Figure 1. Routing congestion (run 1).
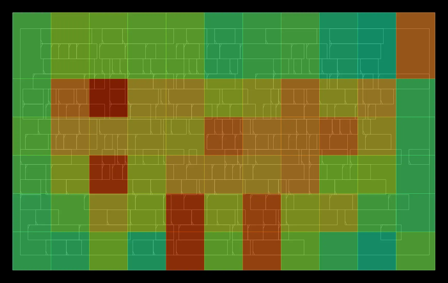
Figure 2. Signal wires on met1 (run 1).
Drawn at 4 px/um.
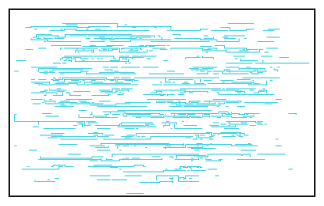
Figure 3. Layout detail (run 1).
Window x 45 to 70, y 21 to 46 um. Cells in gray, sequential cells in the stronger gray; small squares are vias.
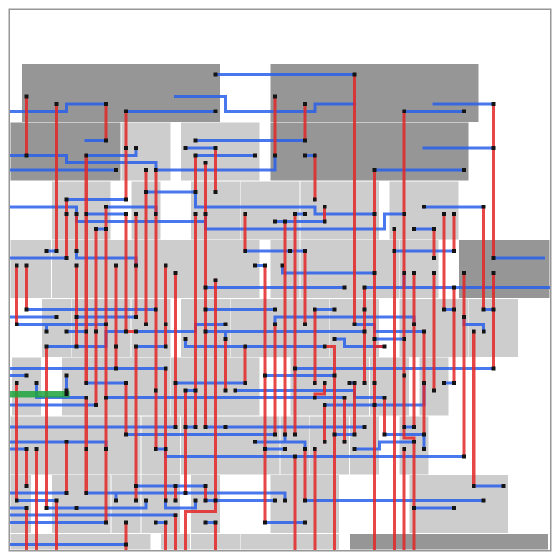
--- src/rtl/seq_gen_10010_pkg.sv ---
// Shared types and constants for the 10010 serial pattern generator.
// Holds the FSM encoding, default pattern parameters and gap-filler LFSR constants.
package seq_gen_pkg;

  typedef enum logic [1:0] {
    IDLE = 2'd0,
    SEND = 2'd1,
    GAP  = 2'd2
  } state_e;

  localparam int         DEF_PAT_LEN = 5;
  localparam logic [4:0] DEF_PATTERN = 5'b10010;
  localparam int         DEF_OVL_LEN = 2;

  // x^8+x^6+x^5+x^4+1 with a right-shifting register: taps sit at bits 0,2,3,4
  localparam logic [7:0] LFSR_SEED = 8'hA5;
  localparam logic [7:0] LFSR_TAPS = 8'h1D;

  function automatic logic [7:0] lfsr_next(input logic [7:0] cur);
    return {^(cur & LFSR_TAPS), cur[7:1]};
  endfunction

endpackage

--- src/rtl/seq_gen_10010_if.sv ---
// Request/stream bundle between a pattern-generator client and seq_gen_10010.
// master = client driving start/count/gap; slave = the generator.
interface seq_gen_10010_if;
  logic       start;
  logic [7:0] count;
  logic [3:0] gap;
  logic       data_out;
  logic       data_valid;
  logic       busy;
  logic       done;

  modport master (
    output start, count, gap,
    input  data_out, data_valid, busy, done
  );

  modport slave (
    input  start, count, gap,
    output data_out, data_valid, busy, done
  );
endinterface

--- src/rtl/seq_gen_10010_lfsr.sv ---
// Purpose: 8-bit Fibonacci LFSR (x^8+x^6+x^5+x^4+1) producing gap filler bits.
// Latency: bit_o is the register LSB now; the register steps on an edge with en high.
// Backpressure: none; holds its state whenever en is low.
module seq_gen_lfsr
  import seq_gen_pkg::*;
(
  input  logic clk,
  input  logic rst_n,
  input  logic en,
  output logic bit_o
);

  logic [7:0] lfsr_q;
  logic [7:0] lfsr_d;

  always_comb begin
    lfsr_d = lfsr_q;
    if (en) begin
      lfsr_d = lfsr_next(lfsr_q);
    end
  end

  always_ff @(posedge clk or negedge rst_n) begin
    if (!rst_n) begin
      lfsr_q <= LFSR_SEED;
    end else begin
      lfsr_q <= lfsr_d;
    end
  end

  assign bit_o = lfsr_q[0];

endmodule

--- src/rtl/seq_gen_10010.sv ---
// Purpose: serial transmitter of PATTERN, count times, with optional filler gap (SEQ_GEN_LFSR_EN = LFSR filler).
// Latency: first pattern bit is on data_out the cycle after start is accepted; done pulses after the last bit.
// Backpressure: none; start is ignored while busy or during the done cycle.
module seq_gen_10010
  import seq_gen_pkg::*;
#(
  parameter int                 PAT_LEN = DEF_PAT_LEN,
  parameter logic [PAT_LEN-1:0] PATTERN = DEF_PATTERN,
  parameter int                 OVL_LEN = DEF_OVL_LEN,
  parameter bit                 OVERLAP = 1'b1
) (
  input  logic           clk,
  input  logic           rst_n,
  seq_gen_10010_if.slave bus
);

  // Pattern zero-extended so a 4-bit index is always in range
  localparam logic [15:0] PAT_EXT = 16'(PATTERN);
  localparam logic [3:0]  IDX_TOP = 4'(PAT_LEN - 1);
  localparam logic [3:0]  IDX_RST = OVERLAP ? 4'(PAT_LEN - 1 - OVL_LEN) : IDX_TOP;

  state_e     state_q, state_d;
  logic [3:0] idx_q, idx_d;
  logic [7:0] rem_q, rem_d;
  logic [3:0] gap_len_q, gap_len_d;
  logic [3:0] gap_cnt_q, gap_cnt_d;
  logic       data_out_q, data_out_d;
  logic       data_valid_q, data_valid_d;
  logic       done_q, done_d;
  logic       filler;

`ifdef SEQ_GEN_LFSR_EN
  logic lfsr_en;

  // Step on the edge that loads a filler bit into data_out
  assign lfsr_en = (state_d == GAP);

  seq_gen_lfsr u_lfsr (
    .clk   (clk),
    .rst_n (rst_n),
    .en    (lfsr_en),
    .bit_o (filler)
  );
`else
  assign filler = 1'b0;
`endif

  always_comb begin
    state_d      = state_q;
    idx_d        = idx_q;
    rem_d        = rem_q;
    gap_len_d    = gap_len_q;
    gap_cnt_d    = gap_cnt_q;
    data_out_d   = 1'b0;
    data_valid_d = 1'b0;
    done_d       = 1'b0;

    case (state_q)
      IDLE: begin
        if (bus.start && !done_q) begin
          rem_d     = bus.count;
          gap_len_d = bus.gap;
          if (bus.count == 8'd0) begin
            done_d = 1'b1;
          end else begin
            state_d      = SEND;
            idx_d        = IDX_TOP;
            data_out_d   = PAT_EXT[IDX_TOP];
            data_valid_d = 1'b1;
          end
        end
      end

      SEND: begin
        data_valid_d = 1'b1;
        if (idx_q != 4'd0) begin
          idx_d      = idx_q - 4'd1;
          data_out_d = PAT_EXT[idx_q - 4'd1];
        end else begin
          rem_d = rem_q - 8'd1;
          if (rem_q == 8'd1) begin
            state_d      = IDLE;
            data_valid_d = 1'b0;
            done_d       = 1'b1;
          end else if (gap_len_q != 4'd0) begin
            state_d    = GAP;
            gap_cnt_d  = gap_len_q - 4'd1;
            data_out_d = filler;
          end else begin
            idx_d      = IDX_RST;
            data_out_d = PAT_EXT[IDX_RST];
          end
        end
      end

      GAP: begin
        data_valid_d = 1'b1;
        // gap_cnt_q counts filler bits still owed after the one on data_out
        if (gap_cnt_q != 4'd0) begin
          gap_cnt_d  = gap_cnt_q - 4'd1;
          data_out_d = filler;
        end else begin
          state_d    = SEND;
          idx_d      = IDX_TOP;
          data_out_d = PAT_EXT[IDX_TOP];
        end
      end

      default: state_d = IDLE;
    endcase
  end

  always_ff @(posedge clk or negedge rst_n) begin
    if (!rst_n) begin
      state_q      <= IDLE;
      idx_q        <= '0;
      rem_q        <= '0;
      gap_len_q    <= '0;
      gap_cnt_q    <= '0;
      data_out_q   <= 1'b0;
      data_valid_q <= 1'b0;
      done_q       <= 1'b0;
    end else begin
      state_q      <= state_d;
      idx_q        <= idx_d;
      rem_q        <= rem_d;
      gap_len_q    <= gap_len_d;
      gap_cnt_q    <= gap_cnt_d;
      data_out_q   <= data_out_d;
      data_valid_q <= data_valid_d;
      done_q       <= done_d;
    end
  end

  assign bus.data_out   = data_out_q;
  assign bus.data_valid = data_valid_q;
  assign bus.busy       = data_valid_q;
  assign bus.done       = done_q;

endmodule

--- src/flat_wrapper.sv ---
// flat-port wrapper written by rule: the top's interface ports become plain ports
module seq_gen_10010_flat import seq_gen_pkg::*;
#(
  parameter int                 PAT_LEN = DEF_PAT_LEN,
  parameter logic [PAT_LEN-1:0] PATTERN = DEF_PATTERN,
  parameter int                 OVL_LEN = DEF_OVL_LEN,
  parameter bit                 OVERLAP = 1'b1
)
  (clk, rst_n, bus_start, bus_count, bus_gap, bus_data_out, bus_data_valid, bus_busy, bus_done);
  seq_gen_10010_if bus_i ();
  input  logic clk;
  input  logic rst_n;
  input wire logic [$bits(bus_i.start)-1:0] bus_start;
  input wire logic [$bits(bus_i.count)-1:0] bus_count;
  input wire logic [$bits(bus_i.gap)-1:0] bus_gap;
  output wire logic [$bits(bus_i.data_out)-1:0] bus_data_out;
  output wire logic [$bits(bus_i.data_valid)-1:0] bus_data_valid;
  output wire logic [$bits(bus_i.busy)-1:0] bus_busy;
  output wire logic [$bits(bus_i.done)-1:0] bus_done;
  assign bus_i.start = bus_start;
  assign bus_i.count = bus_count;
  assign bus_i.gap = bus_gap;
  assign bus_data_out = bus_i.data_out;
  assign bus_data_valid = bus_i.data_valid;
  assign bus_busy = bus_i.busy;
  assign bus_done = bus_i.done;
  seq_gen_10010 #(.PAT_LEN(PAT_LEN), .PATTERN(PATTERN), .OVL_LEN(OVL_LEN), .OVERLAP(OVERLAP)) u_core (.clk(clk), .rst_n(rst_n), .bus(bus_i));
endmodule
--- config.mk ---
export PLATFORM = sky130hd
export DESIGN_NAME = seq_gen_10010_flat
export DESIGN_NICKNAME = d
export VERILOG_FILES = /design/src/rtl/seq_gen_10010_pkg.sv /design/src/rtl/seq_gen_10010_if.sv /design/src/rtl/seq_gen_10010_lfsr.sv /design/src/rtl/seq_gen_10010.sv /design/src/flat_wrapper.sv
export SDC_FILE = /design/constraint.sdc
export NUM_CORES = 1
export LEC_CHECK = 0
export CAP_MARGIN = 20
export CORE_ASPECT_RATIO = 0.6
export CORE_UTILIZATION = 53
export CTS_BUF_LIST = sky130_fd_sc_hd__clkbuf_8
export CTS_CLUSTER_SIZE = 30
export DETAILED_ROUTE_END_ITERATION = 8
export GPL_ROUTABILITY_DRIVEN = 0
export PLACE_DENSITY = 0.76
export SLEW_MARGIN = 20
export SYNTH_ARGS = -nofsm -noshare
export SYNTH_HDL_FRONTEND = slang
export SYNTH_SLANG_ARGS = --single-unit
--- constraint.sdc ---
create_clock -name clk -period 2.1 [get_ports clk]
set_input_delay 0.315 -clock clk [delete_from_list [all_inputs] [get_ports clk]]
set_output_delay 0.315 -clock clk [all_outputs]
set_load 0.005 [all_outputs]
==> flow_results.xml, run 1 <==
<?xml version="1.0" encoding="UTF-8"?>
<metrics>
  <group name="clock_tree">
    <metric name="cts.sinks" unit="">25</metric>
    <metric name="cts.repair.resized" unit="">2</metric>
    <metric name="setup_buffers_after_cts" unit="">0</metric>
    <metric name="cts_buffers" unit="">3</metric>
    <metric name="post_cts_hold_buffer_count" unit="">0</metric>
    <metric name="cts-htree-levels" unit="">1</metric>
    <metric name="clk_transition_reported_paths" unit="ps">90</metric>
  </group>
  <group name="cells_and_area">
    <metric name="largest_cell_class" unit="">multi-input combinational cells</metric>
    <metric name="layout.sequential_cells" unit="">25</metric>
    <metric name="ff_latch_area" unit="um2">627</metric>
    <metric name="final.clkbuf_count" unit="">3</metric>
    <metric name="layout.buffer.nonclock.area_share" unit="">0.139</metric>
    <metric name="number_of_inserted_diodes" unit="">0</metric>
    <metric name="layout.cells.most_common_list" unit="">24 x sky130_fd_sc_hd__dfrtp_1, 18 x sky130_fd_sc_hd__clkdlybuf4s50_1, 15 x sky130_fd_sc_hd__nor2_1, 15 x sky130_fd_sc_hd__nand2_1, 15 x sky130_fd_sc_hd__buf_4</metric>
    <metric name="layout.cells.non_filler" unit="">248</metric>
    <metric name="filler_cell_count" unit="">237</metric>
    <metric name="comb_area_frac" unit="">0.498</metric>
    <metric name="final_layout_top_logic_cell" unit="">sky130_fd_sc_hd__dfrtp_1</metric>
    <metric name="final_area" unit="mm2">0.00210</metric>
  </group>
  <group name="routing">
    <metric name="routed-wl-met2" unit="um">1850</metric>
    <metric name="wl_met1" unit="um">1980</metric>
    <metric name="routed-via-count" unit="">1465</metric>
    <metric name="drt-vias-per-instance" unit="">5.91</metric>
    <metric name="maxUsedRoutingLayer" unit="">met4</metric>
    <metric name="detail_route.wl_per_cell" unit="um">16.0</metric>
    <metric name="detail_route.iter0.violations" unit="">125</metric>
    <metric name="detailroute.wirelength.met3" unit="um">144</metric>
  </group>
  <group name="run_status">
    <metric name="run_status" unit="">completed</metric>
  </group>
  <group name="floorplan">
    <metric name="chip_width" unit="um">76.0</metric>
    <metric name="chipArea" unit="mm2">0.00353</metric>
    <metric name="design.core.area" unit="mm2">0.00300</metric>
    <metric name="die_y" unit="um">46.4</metric>
    <metric name="n_tap_cell" unit="">42</metric>
  </group>
  <group name="final_timing">
    <metric name="fmax" unit="GHz">0.484</metric>
    <metric name="setup_slack" unit="ps">32.3</metric>
    <metric name="timing.final.hold_violations" unit="">0</metric>
    <metric name="timing.final.crit_share" unit="">0.985</metric>
    <metric name="headroom_to_the_max_slew_limit" unit="">0.718</metric>
    <metric name="fin_crit" unit="ps">2070</metric>
  </group>
  <group name="power_and_ir_drop">
    <metric name="powerClk" unit="mW">0.294</metric>
    <metric name="seq-power" unit="mW">1.03</metric>
    <metric name="p_int" unit="mW">1.92</metric>
    <metric name="power.clock.fraction" unit="">0.085</metric>
    <metric name="vdd_drop_max" unit="mV">0.796</metric>
    <metric name="report.power.total" unit="mW">3.44</metric>
    <metric name="static-leakage-power" unit="nW">0.924</metric>
    <metric name="switching_share" unit="">0.442</metric>
    <metric name="share_seq_of_total_power" unit="">0.299</metric>
  </group>
  <group name="placed_design">
    <metric name="placed_cells" unit="">240</metric>
    <metric name="preCtsSetupSlack" unit="ps">-30.3</metric>
  </group>
  <group name="yosys">
    <metric name="ranking_of_synthesized_cells_by_area" unit="">sky130_fd_sc_hd__dfrtp_1 36%, sky130_fd_sc_hd__ha_1 8.6%, sky130_fd_sc_hd__mux2i_1 6.3%</metric>
    <metric name="yosys-stat-area" unit="mm2">0.00174</metric>
    <metric name="ys_async_sr_fraction" unit="">1.00</metric>
    <metric name="numSynthFlops" unit="">25</metric>
    <metric name="synth.yosys.num_cells" unit="">177</metric>
    <metric name="post_synthesis_cell_area" unit="mm2">0.00174</metric>
    <metric name="synth_area_per_cell" unit="um2">9.84</metric>
  </group>
  <group name="setup_path">
    <metric name="r2r_slack" unit="ps">30</metric>
    <metric name="cpMaxStageDelayCell" unit="">sky130_fd_sc_hd__dfrtp_2</metric>
    <metric name="critPathLaunchType" unit="">register</metric>
    <metric name="worst-path-stages" unit="">6</metric>
    <metric name="path_max_fanout" unit="">5</metric>
    <metric name="timing.reg2reg.worst_path_depth" unit="">6</metric>
    <metric name="critPathKind" unit="">register to register</metric>
    <metric name="start_of_the_worst_register_to_register_path" unit="">u_core.idx_q[1]$_DFFE_PN0P_</metric>
    <metric name="critPathMaxStageDelay" unit="ps">450</metric>
    <metric name="worstPathCellList" unit="">inv_2 -&gt; ha_1 -&gt; or3b_4 -&gt; and2_4 -&gt; a311oi_4 -&gt; mux2_2</metric>
    <metric name="timing.critical_path.to" unit="">u_core.state_q[1]$_DFFE_PN0P_</metric>
  </group>
  <group name="run">
    <metric name="timing.max_cap.violations" unit="">0</metric>
  </group>
  <group name="hold_path">
    <metric name="worstHoldPathType" unit="">primary input to asynchronous set/reset pin</metric>
  </group>
</metrics>
-- Figure 1 (at the start) --
met2 usage in global routing: 0.398
M3 GR Usage: 0.0475
most used routing layer in global routing: met2

-- Figure 2 (at the start) --
206 nets have wire on it. The layer holds 50% of the routed length. The longest straight run is 23.5 um. The layer carries 1980 um of wire.

-- Figure 3 (at the start) --
Blue shows M1. Green shows M3. Red shows M2.
44 logic cells have their middle in the window. Most frequent: nand2_1 (6), ha_1 (4). Sequential cells in the window: 4. Netlist names of flops here include u_core.idx_q (3), u_core.rem_q (1).

run 1: sequential cells by signal, summed over array words and instances (netlist names):
name and flops:
u_core.state_q 2, u_core.bus.done 1, u_core.gap_len_q 4, u_core.rem_q 8, u_core.bus.busy 1, u_core.bus.data_out 1
u_core.gap_cnt_q 4, u_core.idx_q 4
run 1: kinds of logic after synthesis:
family | count (synthesis) | synth area share
adders and majority gates | 12 | 0.0862
DFF | 25 | 0.359
buffers and inverters | 18 | 0.0524
and+or+nand+nor | 61 | 0.201
muxes | 17 | 0.104
xor gates and xnor gates | 3 | 0.0151
AOI/OAI and AO/OA | 41 | 0.182
run 1: synthesized netlist by cell type (2+ instances only):
library cell,n
sky130_fd_sc_hd__ha_1,12
sky130_fd_sc_hd__nand2b_1,6
sky130_fd_sc_hd__a41oi_1,2
sky130_fd_sc_hd__a21oi_1,7
sky130_fd_sc_hd__mux2i_1,11
sky130_fd_sc_hd__mux2_2,5
sky130_fd_sc_hd__nand3_1,4
sky130_fd_sc_hd__o21ai_0,7
sky130_fd_sc_hd__xnor2_1,2
sky130_fd_sc_hd__nor2b_1,3
sky130_fd_sc_hd__nand2_1,16
sky130_fd_sc_hd__dfrtp_1,25
sky130_fd_sc_hd__o31ai_1,2
sky130_fd_sc_hd__nand3b_1,2
sky130_fd_sc_hd__a31oi_1,3
sky130_fd_sc_hd__buf_2,4
sky130_fd_sc_hd__o32ai_1,2
sky130_fd_sc_hd__nor4_2,2
sky130_fd_sc_hd__a221o_1,2
sky130_fd_sc_hd__inv_1,10
sky130_fd_sc_hd__nor2_1,15
sky130_fd_sc_hd__a21o_1,2
sky130_fd_sc_hd__nor4_1,3
sky130_fd_sc_hd__buf_6,2
sky130_fd_sc_hd__nor3_1,2
==> run 2, diff against run 1 <==
Settings changed: SLEW_MARGIN 20 to unset.
==> flow_results.xml, run 2 <==
<?xml version="1.0" encoding="UTF-8"?>
<metrics>
  <group name="cells_and_area">
    <metric name="layout.sequential_cells" unit="">25</metric>
    <metric name="largest_register_ff_count" unit="">8</metric>
    <metric name="signal_buffers" unit="">33</metric>
    <metric name="layout.cells.most_common_list" unit="">24 x sky130_fd_sc_hd__dfrtp_1, 18 x sky130_fd_sc_hd__clkdlybuf4s50_1, 15 x sky130_fd_sc_hd__nor2_1, 15 x sky130_fd_sc_hd__nand2_1, 15 x sky130_fd_sc_hd__buf_4</metric>
    <metric name="largest_cell_class" unit="">multi-input combinational cells</metric>
    <metric name="final.clkbuf_count" unit="">3</metric>
    <metric name="number_of_inserted_diodes" unit="">0</metric>
    <metric name="regMostFlops" unit="">u_core.rem_q</metric>
    <metric name="filler_cell_count" unit="">237</metric>
    <metric name="areaGrowthSynthToFinish" unit="%">20.8</metric>
    <metric name="layout.buffer.nonclock.area_share" unit="">0.139</metric>
    <metric name="final_net_count" unit="">234</metric>
  </group>
  <group name="clock_tree">
    <metric name="cts_buffers" unit="">3</metric>
    <metric name="cts.sinks" unit="">25</metric>
    <metric name="cts-htree-levels" unit="">1</metric>
    <metric name="clk-insertion-delay-late" unit="ps">270</metric>
    <metric name="tritoncts" unit="">done</metric>
    <metric name="clk_transition_reported_paths" unit="ps">90</metric>
  </group>
  <group name="setup_path">
    <metric name="cp.required" unit="ps">2260</metric>
    <metric name="worstPathCellList" unit="">inv_2 -&gt; ha_1 -&gt; or3b_4 -&gt; and2_4 -&gt; a311oi_4 -&gt; mux2_2</metric>
    <metric name="path_max_fanout" unit="">5</metric>
    <metric name="start_of_the_worst_register_to_register_path" unit="">u_core.idx_q[1]$_DFFE_PN0P_</metric>
    <metric name="critPathLaunchType" unit="">register</metric>
    <metric name="timing.reg2reg.worst_path_depth" unit="">6</metric>
    <metric name="regToRegEndpoint" unit="">u_core.state_q[1]$_DFFE_PN0P_</metric>
    <metric name="critPathMaxStageDelay" unit="ps">450</metric>
    <metric name="cpMaxStageDelayCell" unit="">sky130_fd_sc_hd__dfrtp_2</metric>
    <metric name="critPathKind" unit="">register to register</metric>
    <metric name="r2r_slack" unit="ps">30</metric>
    <metric name="worst-path-stages" unit="">6</metric>
    <metric name="timing.critical_path.to" unit="">u_core.state_q[1]$_DFFE_PN0P_</metric>
    <metric name="timing.critical_path.max_delay_family" unit="">simple AND/OR/NAND/NOR gates</metric>
  </group>
  <group name="routing">
    <metric name="detailroute.wirelength.met3" unit="um">144</metric>
    <metric name="routed-wl-met2" unit="um">1850</metric>
    <metric name="routed-via-count" unit="">1465</metric>
    <metric name="detail_route.iter0.violations" unit="">125</metric>
    <metric name="detail_route.wl_per_cell" unit="um">16.0</metric>
    <metric name="drc" unit="">0</metric>
    <metric name="detailedRoute.firstPassIterationCount" unit="">4</metric>
    <metric name="drt-vias-per-instance" unit="">5.91</metric>
    <metric name="maxUsedRoutingLayer" unit="">met4</metric>
    <metric name="wl_met1" unit="um">1980</metric>
  </group>
  <group name="final_timing">
    <metric name="fin_tns_setup" unit="ps">0</metric>
    <metric name="grt_setup_unrepaired" unit="">yes</metric>
    <metric name="max_slew.worst_pin.slew" unit="ps">419</metric>
    <metric name="timing.final.crit_share" unit="">0.985</metric>
    <metric name="fin_crit" unit="ps">2070</metric>
    <metric name="timing.final.hold_violations" unit="">0</metric>
    <metric name="fmax" unit="GHz">0.484</metric>
    <metric name="headroom_to_the_max_slew_limit" unit="">0.718</metric>
  </group>
  <group name="placed_design">
    <metric name="portBuffers" unit="">18</metric>
    <metric name="placed_cells" unit="">240</metric>
  </group>
  <group name="yosys">
    <metric name="synth.yosys.num_cells" unit="">177</metric>
    <metric name="yosys-top-cells-count" unit="">25 x sky130_fd_sc_hd__dfrtp_1, 16 x sky130_fd_sc_hd__nand2_1, 15 x sky130_fd_sc_hd__nor2_1</metric>
    <metric name="post_synthesis_cell_area" unit="mm2">0.00174</metric>
    <metric name="synth_top_cell_by_count" unit="">sky130_fd_sc_hd__dfrtp_1</metric>
    <metric name="proportion_of_synthesized_chip_area_in_sequential_cells" unit="">0.359</metric>
    <metric name="ys_async_sr_fraction" unit="">1.00</metric>
    <metric name="numSynthFlops" unit="">25</metric>
    <metric name="yosys-stat-area" unit="mm2">0.00174</metric>
    <metric name="synth_area_per_cell" unit="um2">9.84</metric>
    <metric name="ranking_of_synthesized_cells_by_area" unit="">sky130_fd_sc_hd__dfrtp_1 36%, sky130_fd_sc_hd__ha_1 8.6%, sky130_fd_sc_hd__mux2i_1 6.3%</metric>
  </group>
  <group name="global_routing">
    <metric name="grt-busiest-layer" unit="">met2</metric>
    <metric name="grtUsageMet3" unit="">0.0475</metric>
    <metric name="globalRouteMet2Util" unit="">0.398</metric>
    <metric name="groute.usage.overall" unit="">0.237</metric>
  </group>
  <group name="floorplan">
    <metric name="die_y" unit="um">46.4</metric>
    <metric name="chip_width" unit="um">76.0</metric>
    <metric name="n_tap_cell" unit="">42</metric>
    <metric name="chipArea" unit="mm2">0.00353</metric>
    <metric name="design.portCount" unit="">19</metric>
    <metric name="design.core.area" unit="mm2">0.00300</metric>
  </group>
  <group name="power_and_ir_drop">
    <metric name="power.density" unit="mW/mm2">1640</metric>
    <metric name="static-leakage-power" unit="nW">0.924</metric>
    <metric name="power.clock.fraction" unit="">0.085</metric>
    <metric name="p_int" unit="mW">1.92</metric>
    <metric name="powerClk" unit="mW">0.294</metric>
    <metric name="power.combinational.total" unit="mW">2.12</metric>
    <metric name="netSwitchingPower" unit="mW">1.52</metric>
    <metric name="power_top_consumer" unit="">combinational logic</metric>
    <metric name="vdd_drop_max" unit="mV">0.796</metric>
    <metric name="switching_share" unit="">0.442</metric>
    <metric name="share_seq_of_total_power" unit="">0.299</metric>
  </group>
  <group name="hold_path">
    <metric name="worstHoldPathType" unit="">primary input to asynchronous set/reset pin</metric>
  </group>
  <group name="run">
    <metric name="timing.max_cap.violations" unit="">0</metric>
  </group>
  <group name="run_status">
    <metric name="run_status" unit="">completed</metric>
  </group>
</metrics>
## run 2: kinds of logic (layout without fill, tap and decap cells)
group                    Yosys count  in the layout  synth area share
AND-OR/OR-AND                     41             41             0.182
XOR/XNOR                           3              3            0.0151
adder cells (fa/ha/maj)           12             12            0.0862
buffers and inverters             18             47            0.0524
flip-flops                        25             25             0.359
multiplexers                      17             17             0.104
AND/OR/NAND/NOR                   61             61             0.201
## run 2: timing repair
| item | in CTS | in global routing |
|---|---|---|
| gates resized | 2 | 6 |
| hold buffers | 0 | 0 |
| setup buffers | 0 | 4 |
| pin swaps | 0 | 1 |
| endpoints found under the setup margin | 3 | 9 |
## run 2: worst min-delay path by stage
| stage | slack [ps] | endpoint | startpoint | cells past startpoint |
|---|---|---|---|---|
| after global placement | 550 | u_core.gap_len_q[0]$_DFFE_PN0P_ | u_core.gap_len_q[0]$_DFFE_PN0P_ | 1 |
| after CTS | 400 | u_core.gap_len_q[2]$_DFFE_PN0P_ | rst_n | 2 |
| final | 400 | u_core.gap_len_q[2]$_DFFE_PN0P_ | rst_n | 2 |
| after global routing | 420 | u_core.gap_len_q[2]$_DFFE_PN0P_ | rst_n | 2 |
| after detailed placement | 570 | u_core.gap_len_q[3]$_DFFE_PN0P_ | u_core.gap_len_q[3]$_DFFE_PN0P_ | 1 |
| after floorplan | 20 | u_core.bus.busy$_DFF_PN0_ | rst_n | 0 |
## run 2: through the flow
step | hold WS (ps) | power, mW | area, um2 | setup WS [ps]
2_1_floorplan | 19.4 | 2.46 | 1740 | 131
3_3_place_gp | 551 | 2.85 | 2000 | 46.9
3_5_place_dp | 569 | 2.97 | 2000 | -30.3
4_1_cts | 404 | 3.31 | 2060 | 20.5
5_1_grt | 422 | 3.69 | 2100 | -23.7
6_report | 401 | 3.44 | 2100 | 32.3
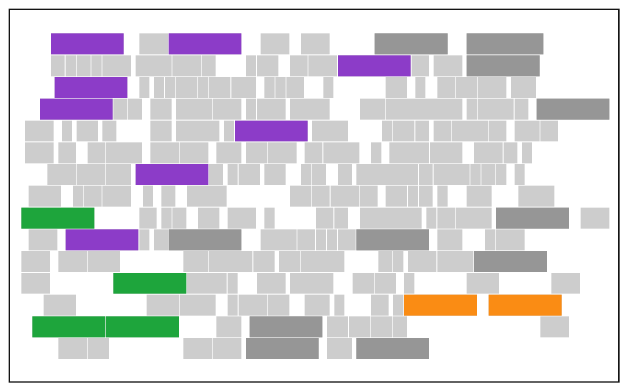
Figure 4: run 2, register map, names as in the netlist.
Drawn at 8 px/um. Other sequential cells in the stronger gray, the rest of the logic in the fainter gray.
Orange shows u_core.state_q, flops 2. Green shows u_core.gap_len_q, flops 4, where south-west. Purple shows u_core.rem_q, flops 8.
fraction of standard cell area that is sequential: 0.298
power drawn by the sequential cells: 1.03 mW
Seq. cell area: 627 um2
final core utilization: 0.700

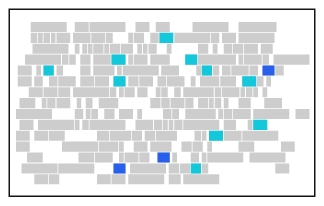
Figure 5: run 2, gate-type map.
Drawn at 4 px/um.
Cyan shows non-inverting ao/oa cells, cells 10. Blue shows xor and xnor cells, cells 3, most used xnor2_1.
multi-input gate share of total cell area: 0.498
most common cell after layout, fill and taps aside: sky130_fd_sc_hd__dfrtp_1
count of non-filler cells in the finished layout: 248

Power is estimated from default activity; no workload was simulated.
